$ cat config.mk
export PLATFORM = sky130hd
export DESIGN_NAME = fetch_unit
export DESIGN_NICKNAME = d
export VERILOG_FILES = /design/src/rtl/fetch_unit.sv
export SDC_FILE = /design/constraint.sdc
export NUM_CORES = 1
export LEC_CHECK = 0
export CAP_MARGIN = 20
export CORE_MARGIN = 10
export CORE_UTILIZATION = 45
export CTS_CLUSTER_DIAMETER = 60
export DETAILED_ROUTE_END_ITERATION = 10
export GPL_TIMING_DRIVEN = 0
export PLACE_DENSITY = 0.8
export SLEW_MARGIN = 20
export SYNTH_ARGS = -nofsm -noshare
export SYNTH_HDL_FRONTEND = slang
export SYNTH_SLANG_ARGS = --single-unit
$ cat constraint.sdc
create_clock -name Clk -period 3.2 [get_ports Clk]
set_clock_uncertainty 0.1 [all_clocks]
set_input_delay 0.48 -clock Clk [delete_from_list [all_inputs] [get_ports Clk]]
set_output_delay 0.48 -clock Clk [all_outputs]
set_load 0.1 [all_outputs]
$ cat src/rtl/fetch_unit.sv
// fetch_unit: program counter and start/run/done sequencing for the 3BC fetch stage
module fetch_unit #(
  parameter int PC_W  = 10,
  parameter int CNT_W = 16
) (
  input  logic             Clk,
  input  logic             Reset,
  input  logic             Start,
  input  logic [PC_W-1:0]  StartAddr,
  input  logic             Ack,
  input  logic             BranchEn,
  input  logic             OffsetSrc,
  input  logic [PC_W-1:0]  LutOffset,
  input  logic [PC_W-1:0]  RegOffset,
  output logic [PC_W-1:0]  ProgCtr,
  output logic             Running,
  output logic             Done,
  output logic [CNT_W-1:0] InstrCount
);
  typedef enum logic [1:0] {IDLE, RUN, DONE} state_t;
  state_t state;
  logic [PC_W-1:0] sel_off;
  logic [CNT_W-1:0] cnt_next;
  // branch offset selection and saturating retire count
  always_comb begin
    sel_off  = OffsetSrc ? RegOffset : LutOffset;
    cnt_next = &InstrCount ? InstrCount : InstrCount + CNT_W'(1);
  end
  // reset > start > run sequencing; halt keeps PC on the halt word
  always_ff @(posedge Clk) begin
    if (Reset) begin
      state      <= IDLE;
      ProgCtr    <= '0;
      InstrCount <= '0;
      Running    <= 1'b0;
      Done       <= 1'b0;
    end else if (Start) begin
      state      <= RUN;
      ProgCtr    <= StartAddr;
      InstrCount <= '0;
      Running    <= 1'b1;
      Done       <= 1'b0;
    end else if (state == RUN) begin
      InstrCount <= cnt_next;
      if (Ack) begin
        state   <= DONE;
        Running <= 1'b0;
        Done    <= 1'b1;
      end else begin
        ProgCtr <= BranchEn ? ProgCtr + sel_off : ProgCtr + PC_W'(1);
      end
    end
  end
endmodule

### Routed metal, one color a layer

Drawn at 4 px/um. Only two layers are drawn.
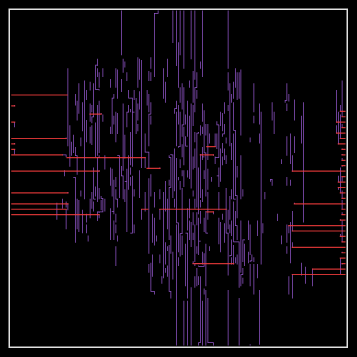
- purple: met2 (wire length 2,230 um)
- red: met3 (wire length 302 um)

### A small window of the routed layout

Window x 27 to 57, y 27 to 57 um. Cells in gray, sequential cells in the stronger gray; small squares are vias.
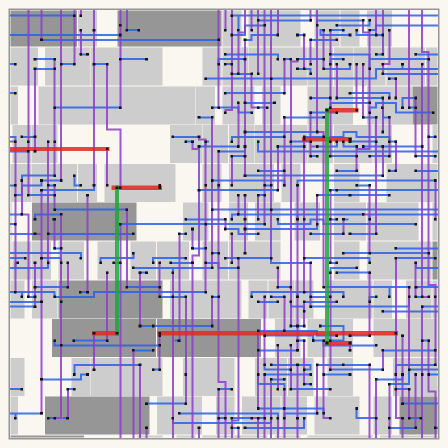
- purple: met2
- blue: met1
- red: met3
- green: met4
- cells with their middle in the window: 87
- sequential cells in the window: 7
- most frequent: nor2_1 (10), nand2_1 (9), a21oi_1 (9)
- netlist names of flops here include: InstrCount (4), state (2)

### Routed metal per tile

Drawn at 3 px/um. The die is cut into 17 by 17 equal tiles; dark purple is low, yellow is high, scaled to the fullest tile. Values are wire area over tile area, all layers added.
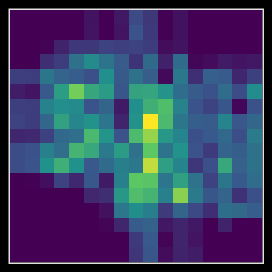
- densest ninth of the die: center
- nearly empty tiles: 29%
- fullest tile: 0.49
- tiles over half the peak: 13%
- emptiest ninth of the die: south-west
final WL: 4.984 mm
via count: 1,807
Avg WL per Cell: 14.53 um
Total GRT Usage: 13.42%

### Placement view

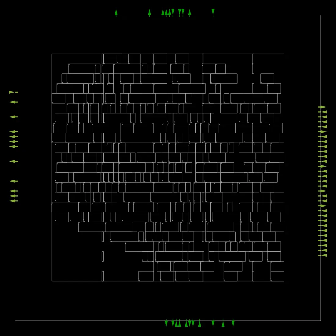
Core Area: 4000 sq um
fraction of area in registers: 21.67%
fill count: 357
fin cells: 343
Seq cells: 28

### Gate families picked out

Drawn at 4 px/um.
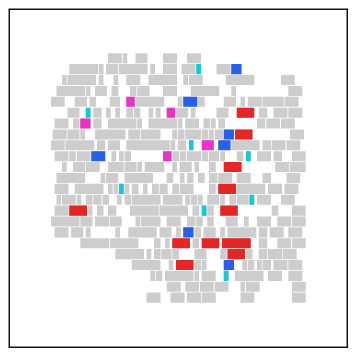
- blue: AND-OR and OR-AND gates (cells 7; most used a21o_1)
- cyan: inverters (cells 8; most used inv_1)
- magenta: AND and OR gates (cells 5)
- red: adder and majority cells (cells 11; most used ha_1)

==> results.json <==
{
  "syn_area_sq_um": 1852,
  "p_per_area_nw_per_um2": 356.2,
  "yosysMostFrequentCell": "nor2_1",
  "insertion_delay_ns": 0.28,
  "place_area_sq_um": 2515,
  "grt_pass1_wl_mm": 8.321,
  "clock_sinks": 28,
  "fin_setup_tns_ns": 0,
  "clock_power_share_pct": 30.3,
  "grt_max_degree": 17,
  "p_leak_nw": 1.016,
  "yosys-stat-cells": 229,
  "area_delta_synth_final_pct": 39.66,
  "clkTransAtPathRegs_ns": 0.10,
  "ios": 64,
  "buf_share_pct": 25.11,
  "status": "completed",
  "core_util_floorplan_pct": 46.29,
  "antenna_found_initial": 0,
  "numCtsBuffers": 3,
  "ctsResizeCount": 0,
  "switching_share_pct": 31.20,
  "routed.top_layer": "met4",
  "row_count": 23,
  "drive_gt1_share_pct": 5.802,
  "synth.yosys.seq_area_share_pct": 30.27,
  "post-cts-setup-buffers": 0,
  "common_cells": "nor2_1 (34), dfxtp_1 (28), a21oi_1 (18), nand2_1 (18), mux2i_1 (13)",
  "cts_max_level": 1,
  "diodes": 0,
  "utilization_pct": 64.65,
  "cts_tree": "built",
  "largest_class": "multi-input combinational cells",
  "hold_viol_final": 0,
  "largest_area_cell": "dfxtp_1",
  "period_needed_ns": 2.842,
  "buffers": 70,
  "flop_cell": "dfxtp_1",
  "rr_endpoint": "ProgCtr[8]",
  "p_seq_share_pct": 40.2,
  "comb_area_share_pct": 46.88,
  "cp-start-kind": "primary input",
  "inv_count": 8,
  "rrSetupSlack_ns": 0.83,
  "p_clk_uw": 279,
  "critPathCapture": "ProgCtr[8]",
  "dp_slack_ns": 0.1138,
  "yosys_area_sq_um": 1852,
  "clock_area_share_pct": 2.758,
  "warning_count": 26,
  "irDropWorstVdd_mv": 0.2810,
  "power_leader": "registers",
  "seq-power_uw": 370,
  "maxCapViolCount": 0,
  "chipArea_sq_um": 7081,
  "synth_cells": 229,
  "p_total_uw": 921.1,
  "met1_usage_pct": 17.13,
  "p_int_uw": 633.8,
  "first_global_vias": 1782,
  "die_y_um": 84.15,
  "clkbuf_count": 3,
  "grt_use_met2_pct": 21.78,
  "setup_ws_ns": 0.3582,
  "p_comb_uw": 271,
  "rsz0062_at_grt": "no",
  "period_used_pct": 88.81,
  "max_slew_margin_pct": 33.79,
  "placed_cells": 339,
  "mi_logic_area_sq_um": 1212,
  "clock.fmax_mhz": 351.9,
  "dr_wl_met2_mm": 2.230,
  "place_hpwl_mm": 3.915,
  "crit_type": "primary input to flip-flop",
  "final-setup-viol-count": 0,
  "avgSynthCellArea_sq_um": 8.086,
  "clock-root-buffer": "clkbuf_8",
  "port_buffers": 60,
  "numSynthFlops": 28,
  "synthesis.nets": 276,
  "synth_cell_types": 43,
  "grtUsageMet3_pct": 3.671,
  "setup.worst_path.end_class": "flip-flop",
  "hold_path_class": "flip-flop to flip-flop",
  "clock_path_buffers": 2,
  "via_per_inst": 5.268,
  "tightest_slew_ns": 0.9900
}
==> cells by family (layout without fill, tap and decap cells) <==
family          count (synthesis)  after routing  share of synthesized area (%)
fa+ha+maj                      11             11                          7.838
mux                            15             15                          8.445
simple gates                   98             98                          26.29
xor+xnor                       19             19                          8.987
buf+inv                        18             82                          4.256
compound gates                 40             40                          13.92
flops                          28             28                          30.27
==> how the worst min path moves through the flow <==
| stage | startpoint | endpoint | slack (ns) | cells past startpoint |
|---|---|---|---|---|
| floorplan | StartAddr[0] | ProgCtr[0] | 0.52 | 2 |
| global placement | state[1] | state[1] | 0.40 | 2 |
| detailed placement | state[1] | state[1] | 0.41 | 2 |
| CTS | state[1] | state[1] | 0.44 | 2 |
| global route | state[1] | state[1] | 0.46 | 2 |
| finish | state[1] | state[1] | 0.44 | 2 |
==> flip-flops by register name, summed over array words and instances, names as in the netlist <==
signal,count
ProgCtr,10
InstrCount,16
state,2
==> critical path, stage by stage <==
cell             delay, ns
clkdlybuf4s50_1       0.40
mux2i_1               0.14
nand2_1               0.09
ha_1                  0.22
fa_1                  0.42
a21o_1                0.20
a21oi_1               0.26
o21ai_0               0.17
a31oi_1               0.22
xor2_1                0.09
a311oi_1              0.25
==> cells in the final DEF (no fill, tap or decap), drive strengths merged, types with 9 or more instances in the layout <==
| cell type | synthesis | layout |
|---|---|---|
| clkdlybuf4s50 | 0 | 60 |
| nor2 | 34 | 34 |
| dfxtp | 28 | 28 |
| nand2 | 19 | 19 |
| a21oi | 19 | 19 |
| mux2i | 13 | 13 |
| nand3 | 12 | 12 |
| xor2 | 11 | 11 |
| ha | 10 | 10 |
| clkbuf | 6 | 9 |
